[config.mk]
export PLATFORM = sky130hd
export DESIGN_NAME = led_status_engine
export DESIGN_NICKNAME = d
export VERILOG_FILES = /design/src/rtl/led_status_engine.sv
export SDC_FILE = /design/constraint.sdc
export NUM_CORES = 1
export LEC_CHECK = 0
export ABC_AREA = 0
export CORE_ASPECT_RATIO = 0.5
export CORE_MARGIN = 1
export CORE_UTILIZATION = 50
export CTS_CLUSTER_DIAMETER = 40
export DETAILED_ROUTE_END_ITERATION = 16
export PLACE_DENSITY = 0.78
export SLEW_MARGIN = 10
export SYNTH_ARGS = -nofsm -noshare
export SYNTH_HDL_FRONTEND = slang
export SYNTH_SLANG_ARGS = --single-unit
[constraint.sdc]
create_clock -name clock -period 9.1 [get_ports clock]
set_input_delay 1.82 -clock clock [delete_from_list [all_inputs] [get_ports clock]]
set_output_delay 1.82 -clock clock [all_outputs]
set_load 0.02 [all_outputs]
[src/rtl/led_status_engine.sv]
// led_status_engine: front-panel LED controller.
// Drives a BAR_WIDTH-wide mode field (link-down / error / cylon / log2 rate bar),
// N_EVT stretched event flashes, N_STAT blink-gated status LEDs and an alive bit.
// Optional build macro LED_DIM_EN adds brightness_i and a 15-step PWM dimmer.
//
// Mode select (priority, evaluated every cycle):
//   mode         | meaning
//   MODE_LINK_DN | link not ready: whole field follows blink
//   MODE_ERROR   | error: 0101.. pattern XOR blink, swaps each half-period
//   MODE_CYLON   | no hit seen since reset/resync: bouncing one-hot
//   MODE_RATE    | thermometer bar of log2(rate_o)
module led_status_engine #(
   parameter int BAR_WIDTH     = 8,
   parameter int N_EVT         = 4,
   parameter int N_STAT        = 4,
   parameter int INC_WIDTH     = 11,
   parameter int COUNT_WIDTH   = 32,
   parameter int WINDOW_CYCLES = 40079000,
   parameter int FLASH_LEN     = 4000000,
   parameter int BLINK_DIV     = 21,
   parameter int CYLON_DIV     = 22
) (
   input  logic                              clock,
   input  logic                              reset,
   input  logic                              link_ok_i,
   input  logic                              err_i,
   input  logic                              resync_i,
   input  logic [N_EVT-1:0]                  evt_i,
   input  logic [N_STAT-1:0]                 stat_i,
   input  logic [INC_WIDTH-1:0]              increment_i,
`ifdef LED_DIM_EN
   input  logic [3:0]                        brightness_i,
`endif
   output logic [COUNT_WIDTH-1:0]            rate_o,
   output logic [BAR_WIDTH+N_EVT+N_STAT:0]   led_out
);

   localparam int LED_W = BAR_WIDTH + N_EVT + N_STAT + 1;
   localparam int FW    = $clog2(FLASH_LEN + 1);
   localparam int WW    = (WINDOW_CYCLES > 1) ? $clog2(WINDOW_CYCLES) : 1;
   localparam int PW    = (BAR_WIDTH > 1) ? $clog2(BAR_WIDTH) : 1;

   localparam logic [1:0] MODE_RATE    = 2'd0;
   localparam logic [1:0] MODE_CYLON   = 2'd1;
   localparam logic [1:0] MODE_ERROR   = 2'd2;
   localparam logic [1:0] MODE_LINK_DN = 2'd3;

   localparam logic [WW-1:0] WIN_LAST = WW'(WINDOW_CYCLES - 1);
   localparam logic [FW-1:0] FLASH_LD = FW'(FLASH_LEN);

   logic [BLINK_DIV-1:0]   blink_cnt;
   logic                   blink;
   logic [N_EVT-1:0]       flash;
   logic [WW-1:0]          win_cnt;
   logic [COUNT_WIDTH-1:0] acc;
   logic [COUNT_WIDTH:0]   acc_sum;
   logic [COUNT_WIDTH-1:0] acc_sat;
   logic                   first_hit;
   logic [PW-1:0]          cylon_pos;
   logic [BAR_WIDTH-1:0]   cylon_oh;
   logic [BAR_WIDTH-1:0]   bar;
   logic [BAR_WIDTH-1:0]   err_pat;
   logic [BAR_WIDTH-1:0]   field;
   logic [1:0]             mode_sel;
   logic [LED_W-1:0]       led_reg;
   int                     bar_len;

   // Free-running blink divider; blink flips each time the divider passes zero.
   always_ff @(posedge clock or posedge reset) begin
      if (reset) begin
         blink_cnt <= '0;
         blink     <= 1'b0;
      end else begin
         blink_cnt <= blink_cnt + BLINK_DIV'(1);
         if (blink_cnt == '0)
            blink <= ~blink;
      end
   end

   // Per-channel flash stretchers; a new event reloads (extends) the flash.
   for (genvar k = 0; k < N_EVT; k++) begin : g_flash
      logic [FW-1:0] cnt;

      // Load on event, otherwise count down to zero and hold.
      always_ff @(posedge clock or posedge reset) begin
         if (reset)
            cnt <= '0;
         else if (evt_i[k])
            cnt <= FLASH_LD;
         else if (cnt != '0)
            cnt <= cnt - FW'(1);
      end

      assign flash[k] = (cnt != '0);
   end

   // Saturating accumulate; increment is zero-extended before the add.
   always_comb begin
      acc_sum = {1'b0, acc} + (COUNT_WIDTH+1)'(increment_i);
      acc_sat = acc_sum[COUNT_WIDTH] ? '1 : acc_sum[COUNT_WIDTH-1:0];
   end

   // Rate window: accumulate hits, publish and clear on the last window cycle.
   always_ff @(posedge clock or posedge reset) begin
      if (reset) begin
         win_cnt <= '0;
         acc     <= '0;
         rate_o  <= '0;
      end else if (win_cnt == WIN_LAST) begin
         win_cnt <= '0;
         acc     <= '0;
         rate_o  <= acc_sat;
      end else begin
         win_cnt <= win_cnt + WW'(1);
         acc     <= acc_sat;
      end
   end

   // first_hit latches any nonzero increment; resync wins over a same-cycle hit.
   always_ff @(posedge clock or posedge reset) begin
      if (reset)
         first_hit <= 1'b0;
      else if (resync_i)
         first_hit <= 1'b0;
      else if (increment_i != '0)
         first_hit <= 1'b1;
   end

   if (BAR_WIDTH > 1) begin : g_cylon
      localparam logic [PW-1:0] POS_LAST = PW'(BAR_WIDTH - 1);
      logic [CYLON_DIV-1:0] step_cnt;
      logic                 dir_up;

      // Bouncing position; each endpoint is shown once per pass.
      always_ff @(posedge clock or posedge reset) begin
         if (reset) begin
            step_cnt  <= '0;
            cylon_pos <= '0;
            dir_up    <= 1'b1;
         end else begin
            step_cnt <= step_cnt + CYLON_DIV'(1);
            if (&step_cnt) begin
               if (dir_up) begin
                  if (cylon_pos == POS_LAST) begin
                     cylon_pos <= POS_LAST - PW'(1);
                     dir_up    <= 1'b0;
                  end else begin
                     cylon_pos <= cylon_pos + PW'(1);
                  end
               end else begin
                  if (cylon_pos == '0) begin
                     cylon_pos <= PW'(1);
                     dir_up    <= 1'b1;
                  end else begin
                     cylon_pos <= cylon_pos - PW'(1);
                  end
               end
            end
         end
      end
   end else begin : g_no_cylon
      assign cylon_pos = '0;
   end

   // Log2 thermometer bar, cylon one-hot and error pattern.
   always_comb begin
      bar_len = 0;
      for (int i = 0; i < COUNT_WIDTH; i++)
         if (rate_o[i])
            bar_len = i + 1;
      if (bar_len > BAR_WIDTH)
         bar_len = BAR_WIDTH;
      for (int i = 0; i < BAR_WIDTH; i++) begin
         bar[i]      = (i < bar_len);
         cylon_oh[i] = (int'(cylon_pos) == i);
         err_pat[i]  = ((i % 2) == 0) ^ blink;
      end
   end

   // Priority mode select and the field it drives.
   always_comb begin
      if (!link_ok_i)
         mode_sel = MODE_LINK_DN;
      else if (err_i)
         mode_sel = MODE_ERROR;
      else if (!first_hit)
         mode_sel = MODE_CYLON;
      else
         mode_sel = MODE_RATE;

      case (mode_sel)
         MODE_LINK_DN: field = {BAR_WIDTH{blink}};
         MODE_ERROR:   field = err_pat;
         MODE_CYLON:   field = cylon_oh;
         default:      field = bar;
      endcase
   end

   // Registered LED vector: alive, gated status, flashes, mode field.
   always_ff @(posedge clock or posedge reset) begin
      if (reset)
         led_reg <= '0;
      else
         led_reg <= {1'b1, stat_i & {N_STAT{blink}}, flash, field};
   end

`ifdef LED_DIM_EN
   logic [3:0] pwm_cnt;

   // PWM phase counter, 15 steps so brightness 15 is fully on.
   always_ff @(posedge clock or posedge reset) begin
      if (reset)
         pwm_cnt <= '0;
      else if (pwm_cnt == 4'd14)
         pwm_cnt <= '0;
      else
         pwm_cnt <= pwm_cnt + 4'd1;
   end

   assign led_out = led_reg & {LED_W{(pwm_cnt < brightness_i)}};
`else
   assign led_out = led_reg;
`endif

endmodule

==> impl_metrics.yaml <==
# implementation run metrics
clock_network:
  cts_resized: 0
  clk_latency_ns: 0.53
  cts_root_buf: "clkbuf_16"
  cts_max_path_buffers: 3
  numCtsBuffers: 25
  htree_num_levels: 1
sta:
  rsz0062_at_grt: "no"
  worstMarginPinSlew_ns: 1.17
  worst_hold_slack_ns: 0.464
  layout_min_cycle_time_ns: 4.97
  slew_violations: 0
  skew_ns: 0.00876
  period_used_pct: 54.6
  setup_tns_ns: 0
  fmax_mhz: 201
placement:
  dp_slack_ns: 3.71
  port_buffers: 72
  place_congestion: 0.876
  dp.cells: 1601
  hpwl_um: 18200
drt:
  met2WireLength_um: 13000
  drcViolationCount: 0
  drt_iter0_markers: 582
  drt-vias-per-instance: 5.72
  vias: 9397
  wl_met1_um: 12100
  route.top_layer_used: "met4"
layout:
  final_cell_mix: "dfrtp_1, nor2_1, xnor2_1"
  signal_buffers: 78
  top_register: "g_flash.cnt"
  buffer_area_share_pct: 5.50
  final_nets: 1372
  syn2layout_area_growth_pct: 14.8
  comb_cells: 928
  inverters_excl_clock: 44
  reg.largest.list: "g_flash.cnt x88, acc x32, rate_o x32"
  comb_area_share_pct: 41.2
  largest_register_ffs: 88
  logic_area_um2: 5740
  final_area_um2: 13900
  final_common_cell: "dfrtp_1"
  clkbuf_count: 31
power:
  ir_drop_v: 0.000159
  seqPwrFrac_pct: 44.2
  p_int_mw: 1.95
  pg_comb_mw: 0.610
  power_clock_mw: 0.964
global_route:
  grt_pass1_wl_um: 46000
  use_met3_pct: 3.43
  gr-usage-all-layers_pct: 22.1
  use_met2_pct: 38.0
  grt_pass1_vias: 9566
  grt_max_degree: 160
  grt-ovfl-total: 0
synth:
  mappedNetlistArea_um2: 12100
  common_cells: "dfrtp_1, nor2_1, xnor2_1"
  yosys_warnings: 0
  ys_ff: 244
  yosysTopAreaCell: "dfrtp_1"
  synth.most_common_cell: "dfrtp_1"
  synth-edff-count: 0
  synth.top_cell.area_share_pct: 50.2
worst_hold_path:
  whs_endpoint: "g_cylon.step_cnt[16]$_DFF_PP0_"
  worstHoldStart: "g_cylon.step_cnt[16]$_DFF_PP0_"
run_status:
  outcome: "complete, no violations"
job:
  cap_violations: 0
  warnings: 35
floorplan:
  core_area_um2: 23300
  dieArea_um2: 24900
  initial_utilization_pct: 52.1
  die_h_um: 112
  die_width_um: 222
setup_path:
  r2r-end: "rate_o[23]$_DFFE_PP0N_"
  cp-end-kind: "flip-flop"
  worst-r2r-cell-count: 10
  critPathKind: "in -> reg"
  start_kind: "primary input"
  crit_path_start: "increment_i[0]"
  cp.arrival_ns: 5.39
  crit_end: "rate_o[23]$_DFFE_PP0N_"
  crit_fanout: 32
  required_ns: 9.52
worst max-delay path: stages:
cell,delay [ns]
clkdlybuf4s50_1,0.49
ha_1,0.21
inv_1,0.07
fa_1,0.37
nand2b_1,0.19
a21oi_1,0.27
o21ai_0,0.14
buf_4,0.19
a21oi_1,0.41
nand2_1,0.78
a31oi_1,0.45
cell families after synthesis:
logic type,Yosys count,synth area share [%]
AND/OR/NAND/NOR,566,24.0
flip-flops,244,50.4
AND-OR/OR-AND,191,9.96
XOR/XNOR,138,9.97
buffers and inverters,77,2.42
adder cells (fa/ha/maj),27,2.85
multiplexers,5,0.413
other,1,0.0309
**Cell outlines without signal wires**

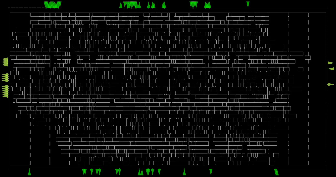
FP Rows: 39
# fillers: 1884
fin cells: 1643
Seq/total area: 43.9%

**Where the registers sit**

Scale bar: 50 µm. Other sequential cells in the stronger gray, the rest of the logic in the fainter gray.
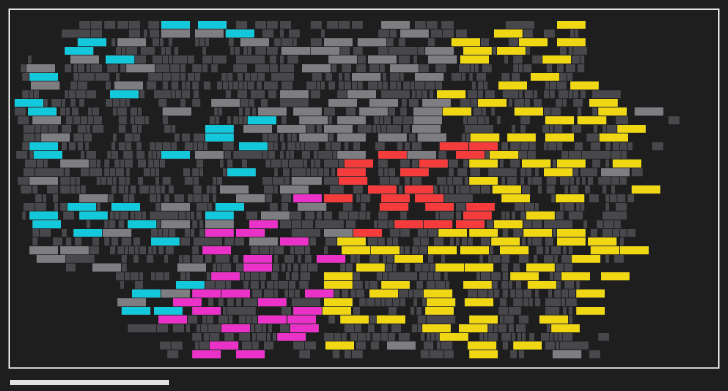
magenta -> win_cnt  # placed flops 26
yellow -> g_flash.cnt  # placed flops 88
red -> g_cylon.step_cnt  # placed flops 22, where center
cyan -> rate_o  # placed flops 32
not colored = 76
fin util: 59.8%
register area: 6110 µm²
seq pwr: 1.25 mW

**Routed clock nets over the placement**

Scale bar: 50 µm.
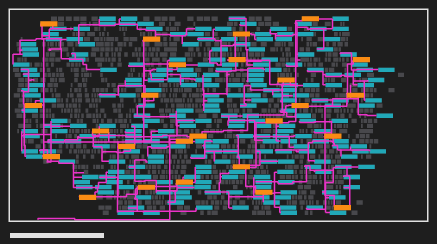
cyan -> flip-flops  # count 244
orange -> cells driving clock nets  # count 25
magenta -> clock wires  # length 3020 µm
routed clock nets = 26
flops lie = all over the die

**Wire density map**

The die is cut into 22 by 11 equal tiles; dark blue is low, red is high, scaled to the fullest tile. Values are wire area over tile area, all layers added.
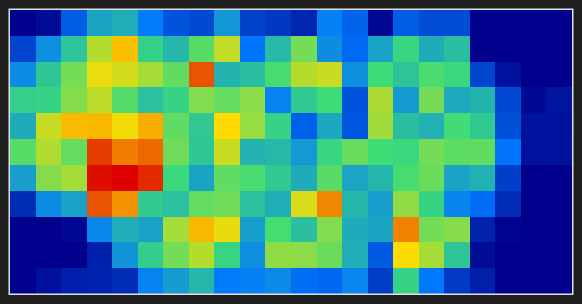
fullest tile = 0.45
emptiest ninth of the die = north-east
mean over tiles = 0.17
nearly empty tiles = 14%
tiles over half the peak = 33%

Power figures rest on the tool's default switching activity, not on a simulated workload.
